**src/rtl/uart_tx_mmio.sv**
```systemverilog
// Memory-mapped 8N1 UART transmitter: byte FIFO fed by CPU stores, shifted out LSB first.
// Status word exposes busy, full, sticky overflow and FIFO fill level.
module uart_tx_mmio #(
    parameter int CLKS_PER_BIT = 104,
    parameter int FIFO_DEPTH   = 4
) (
    input  logic        clock,
    input  logic        reset_n,
    input  logic        begin_flag,
    input  logic [31:0] in_data,
    output logic [31:0] state_reg,
    output logic        tx
);

    localparam int CNT_W = $clog2(CLKS_PER_BIT);
    localparam int AW    = $clog2(FIFO_DEPTH);
    localparam logic [CNT_W-1:0] CNT_LAST = CNT_W'(CLKS_PER_BIT - 1);
    localparam logic [AW:0]      DEPTH    = (AW + 1)'(FIFO_DEPTH);

    typedef enum logic [1:0] {
        IDLE  = 2'd0,
        START = 2'd1,
        DATA  = 2'd2,
        STOP  = 2'd3
    } state_t;

    state_t           state, state_next;
    logic [CNT_W-1:0] baud_cnt, baud_next;
    logic [2:0]       bit_idx, bit_next;
    logic [7:0]       shift, shift_next;
    logic             tx_next;
    logic             baud_last;

    logic [7:0]       mem [FIFO_DEPTH];
    logic [AW-1:0]    wr_ptr, rd_ptr;
    logic [AW:0]      count, count_next;
    logic             overflow, overflow_next;
    logic             fifo_empty, fifo_full;
    logic             push_req, clear_req, push_ok, pop;
    logic [31:0]      state_reg_next;

    assign fifo_empty = (count == '0);
    assign fifo_full  = (count == DEPTH);
    assign push_req   = begin_flag & ~in_data[31];
    assign clear_req  = begin_flag & in_data[31];
    // A push into a full FIFO still fits when the transmitter pops the head in the same cycle.
    assign push_ok    = push_req & (~fifo_full | pop);
    assign baud_last  = (baud_cnt == CNT_LAST);

    always_comb begin
        state_next = state;
        baud_next  = baud_cnt;
        bit_next   = bit_idx;
        shift_next = shift;
        tx_next    = tx;
        pop        = 1'b0;
        case (state)
            IDLE: begin
                tx_next = 1'b1;
                if (!fifo_empty) begin
                    pop        = 1'b1;
                    shift_next = mem[rd_ptr];
                    bit_next   = 3'd0;
                    baud_next  = '0;
                    state_next = START;
                    tx_next    = 1'b0;
                end
            end
            START: begin
                if (baud_last) begin
                    baud_next  = '0;
                    bit_next   = 3'd0;
                    state_next = DATA;
                    tx_next    = shift[0];
                end else begin
                    baud_next = baud_cnt + 1'b1;
                end
            end
            DATA: begin
                if (baud_last) begin
                    baud_next = '0;
                    if (bit_idx == 3'd7) begin
                        state_next = STOP;
                        tx_next    = 1'b1;
                    end else begin
                        shift_next = {1'b0, shift[7:1]};
                        tx_next    = shift[1];
                        bit_next   = bit_idx + 3'd1;
                    end
                end else begin
                    baud_next = baud_cnt + 1'b1;
                end
            end
            STOP: begin
                if (baud_last) begin
                    baud_next = '0;
                    // Chain straight into the next start bit so back-to-back frames have no gap.
                    if (!fifo_empty) begin
                        pop        = 1'b1;
                        shift_next = mem[rd_ptr];
                        bit_next   = 3'd0;
                        state_next = START;
                        tx_next    = 1'b0;
                    end else begin
                        state_next = IDLE;
                        tx_next    = 1'b1;
                    end
                end else begin
                    baud_next = baud_cnt + 1'b1;
                end
            end
            default: begin
                state_next = IDLE;
                tx_next    = 1'b1;
            end
        endcase
    end

    always_comb begin
        count_next = count;
        case ({push_ok, pop})
            2'b10:   count_next = count + (AW + 1)'(1);
            2'b01:   count_next = count - (AW + 1)'(1);
            default: count_next = count;
        endcase
    end

    always_comb begin
        overflow_next = overflow;
        if (clear_req) begin
            overflow_next = 1'b0;
        end else if (push_req && !push_ok) begin
            overflow_next = 1'b1;
        end
    end

    always_comb begin
        state_reg_next      = '0;
        state_reg_next[0]   = (state_next != IDLE) | (count_next != '0);
        state_reg_next[1]   = (count_next == DEPTH);
        state_reg_next[2]   = overflow_next;
        state_reg_next[8:4] = 5'(count_next);
    end

    always_ff @(posedge clock) begin
        if (!reset_n) begin
            state     <= IDLE;
            baud_cnt  <= '0;
            bit_idx   <= 3'd0;
            shift     <= 8'd0;
            tx        <= 1'b1;
            wr_ptr    <= '0;
            rd_ptr    <= '0;
            count     <= '0;
            overflow  <= 1'b0;
            state_reg <= '0;
        end else begin
            state     <= state_next;
            baud_cnt  <= baud_next;
            bit_idx   <= bit_next;
            shift     <= shift_next;
            tx        <= tx_next;
            count     <= count_next;
            overflow  <= overflow_next;
            state_reg <= state_reg_next;
            if (push_ok) begin
                wr_ptr <= wr_ptr + 1'b1;
            end
            if (pop) begin
                rd_ptr <= rd_ptr + 1'b1;
            end
        end
    end

    always_ff @(posedge clock) begin
        if (reset_n && push_ok) begin
            mem[wr_ptr] <= in_data[7:0];
        end
    end

endmodule

```
**config.mk**
```make
export PLATFORM = sky130hd
export DESIGN_NAME = uart_tx_mmio
export DESIGN_NICKNAME = d
export VERILOG_FILES = /design/src/rtl/uart_tx_mmio.sv
export SDC_FILE = /design/constraint.sdc
export NUM_CORES = 1
export LEC_CHECK = 0
export CORE_UTILIZATION = 43
export DETAILED_ROUTE_END_ITERATION = 16
export PLACE_DENSITY = 0.75
export SYNTH_ARGS = -nofsm -noshare
export SYNTH_HDL_FRONTEND = slang
export SYNTH_SLANG_ARGS = --single-unit
```
**constraint.sdc**
```tcl
create_clock -name clock -period 8.16 [get_ports clock]
set_clock_uncertainty 0.2 [all_clocks]
set_input_delay 1.632 -clock clock [delete_from_list [all_inputs] [get_ports clock]]
set_output_delay 1.632 -clock clock [all_outputs]
set_load 0.02 [all_outputs]
```
==> flow_metrics.py <==
# Synthesis and PnR figures
metrics = {
    "status": {
        "status": "finished, final reports clean",
    },
    "logic_synthesis": {
        "synth.avg_cell_area_um2": 11.7,
        "ys_seq_share_pct": 51.4,
        "yosys-stat-cells": 269,
        "synth.top_cell.area_share_pct": 30.5,
        "top_cell": "dfxtp_1",
        "ys.flop_type": "dfxtp_1",
        "synth_area_um2": 3160,
        "synth_cell_type_count": 53,
        "topCellsByArea": "edfxtp_1 (30%), dfxtp_1 (21%), buf_4 (6.4%), mux4_2 (5.7%), ha_1 (4.8%)",
        "yosys-stat-area_um2": 3160,
        "edf_count": 32,
        "yosys_warnings": 0,
        "ys_ff": 65,
        "synthesis.instances": 269,
        "top_cells_by_count": "dfxtp_1 (33), edfxtp_1 (32), nor2_1 (32)",
        "async_flop_share_pct": 0,
        "yosysTopAreaCell": "edfxtp_1",
    },
    "cts": {
        "cts_root_buf": "clkbuf_8",
        "holdBufCountCts": 0,
        "tritoncts": "done",
        "clk_path_buf_depth": 2,
        "cts_setup_buffers": 0,
        "h-tree-depth": 3,
        "path_clk_slew_ns": 0.08,
        "cts_resized": 0,
    },
    "finish": {
        "largestClassByArea": "sequential cells",
        "largest_register_ffs": 32,
        "logic_area_um2": 1350,
        "area_delta_synth_final_pct": 10.3,
        "lay_top_cells": "dfxtp_1 (33), nor2_1 (32), edfxtp_1 (32)",
        "comb_cells": 184,
        "final_cell_area_um2": 3480,
        "fillers": 602,
        "layout_top_cell": "dfxtp_1",
        "buffers": 18,
        "nets": 335,
        "sh_seq_area_pct": 46.6,
        "clockBufferCount": 9,
        "nNonClkInverters": 9,
        "buf_share_pct": 5.18,
        "ff_latch_area_um2": 1620,
        "sh_comb_area_pct": 38.7,
        "clkCellAreaFrac_pct": 5.10,
        "diodes": 0,
        "final_cells": 388,
        "drive_above_1_share_pct": 13.0,
        "post-route-util_pct": 50.1,
    },
    "final_timing": {
        "period_used_pct": 46.7,
        "setup_slack_ns": 4.35,
        "min_period_ns": 3.81,
        "finalHoldViolCount": 0,
        "relSlewSlack_pct": 50.2,
        "setup_violations": 0,
        "fin_setup_tns_ns": 0,
        "rsz0062_at_grt": "no",
        "holdWs_ns": 0.293,
        "worst_slew_pin_slew_ns": 0.742,
        "drv_slew": 0,
        "max_freq_mhz": 262,
    },
    "setup_path": {
        "cp.depth": 8,
        "startpoint_type": "input pin",
        "crit_buf_inv": 1,
        "crit_path_start": "in_data[31]",
        "setup.worst_path.class": "in2reg",
        "crit_chain": "clkdlybuf4s50_1 > nand2b_1 > nand2_1 > fa_1 > or3_1 > mux2i_1 > xor2_1 > o41a_1",
        "regToRegSetupSlack_ns": 5.01,
        "cp_slowest_cell": "clkdlybuf4s50_1",
        "max_stage_delay_ns": 0.47,
        "cp.required_ns": 8.19,
        "reg2reg_from": "state[0]",
        "end_kind": "flop",
        "worstSetupEndpoint": "state_reg[0]",
        "cp_max_fo": 6,
        "arrival_ns": 3.85,
        "r2r_end": "state_reg[0]",
        "critical-path-top-delay-family": "simple AND/OR/NAND/NOR gates",
    },
    "run": {
        "maxCapViolations": 0,
        "log.warning_count": 56,
    },
    "floorplan": {
        "die-area_um2": 7690,
        "fp_util_pct": 45.4,
        "core_um2": 6940,
        "fp.dieH_um": 87.7,
        "io_pins": 68,
        "nWellTaps": 96,
        "die_x_um": 87.7,
        "row_count": 30,
    },
    "placed_design": {
        "dpl.cell_count": 372,
        "post-dp-hpwl_um": 3440,
        "gp_congestion": 0.796,
        "dpl_cell_area_um2": 3300,
        "port_buffers": 18,
        "dp_slack_ns": 3.95,
    },
    "drt": {
        "highest_layer": "met4",
        "drt-initial-drc-count": 94,
        "dr_wl_met2_um": 2400,
        "met3_length_um": 211,
        "first_pass_iters": 4,
        "via_per_inst": 5.01,
        "wl_per_cell_um": 12.6,
        "drc": 0,
        "wl_um": 4910,
        "wl_met1_um": 2230,
        "ant_nets": 0,
        "dr_total_vias": 1942,
    },
    "global_routing": {
        "grt_use_total_pct": 14.3,
        "antenna_found_initial": 0,
        "grt_max_degree": 28,
        "grt_remaining_overflow": 0,
        "grt_pass1_vias": 1827,
        "grt_pass1_wl_um": 8290,
    },
    "min_path": {
        "hp-start": "tx",
        "hold_end": "tx",
        "worstHoldPathCells": 1,
        "min_path_type": "reg2reg",
    },
    "power": {
        "p_leak_nw": 1.30,
        "ir_drop_mv": 0.154,
        "total_power_mw": 1.11,
        "power_per_cell_area_nw_per_um2": 318,
    },
}
-- logic make-up (layout without fill, tap and decap cells) --
group | Yosys count | after routing | synth area share (%)
and+or+nand+nor | 77 | 77 | 13.8
DFF | 65 | 65 | 51.4
buffers and inverters | 45 | 43 | 8.88
AOI/OAI and AO/OA | 43 | 43 | 9.36
muxes | 20 | 20 | 9.67
adders and majority gates | 13 | 13 | 5.39
xor gates and xnor gates | 5 | 5 | 1.39
other | 1 | 26 | 0.119
-- report_power, final --
| part | internal [mW] | switching, mW |
|---|---|---|
| Clock | 0.113 | 0.135 |
| Combinational | 0.190 | 0.229 |
| Sequential | 0.393 | 0.0482 |
| Total | 0.695 | 0.412 |
-- layer usage --
metal,track usage (%),up-vias
li1,-,949
met1,18.0,933
met2,23.2,52
met3,4.24,8
met4,5.81,0
met5,0,-
==> images/clocks.png <==
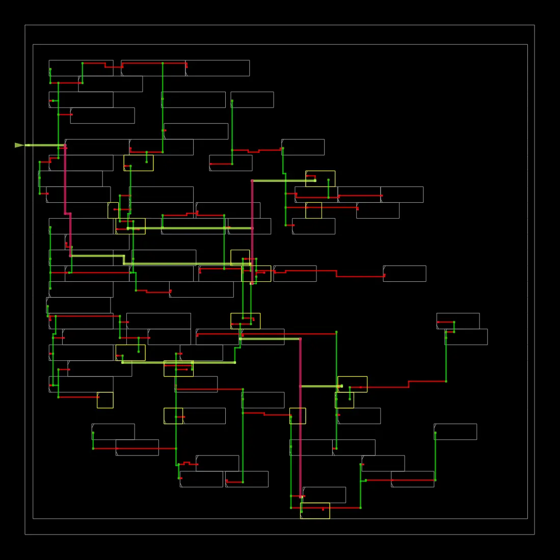
# clock sinks: 65
Flops: 65
TritonCTS Buffers: 9
clk_lat worst skew: 0.34 ns

==> images/metal_density.png <==
18 x 18 tiles, from dark blue (low) to red (high), scaled to the fullest tile. Values are wire area over tile area, all layers added.
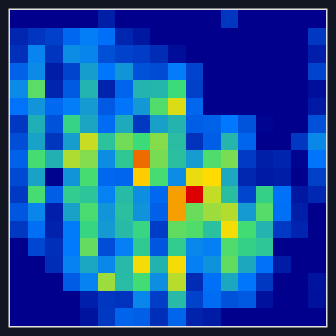
mean over tiles	0.10
tiles over half the peak	12%
densest ninth of the die	centre

==> images/placement_by_type.png <==
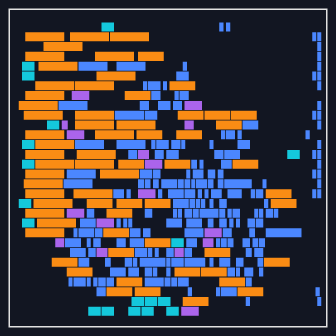
class	colour	cells
combinational and other logic	blue	193
other buffers and delay cells	cyan	18
clock drivers and dummy loads	purple	16
flops	orange	65

Power figures rest on the tool's default switching activity, not on a simulated workload.
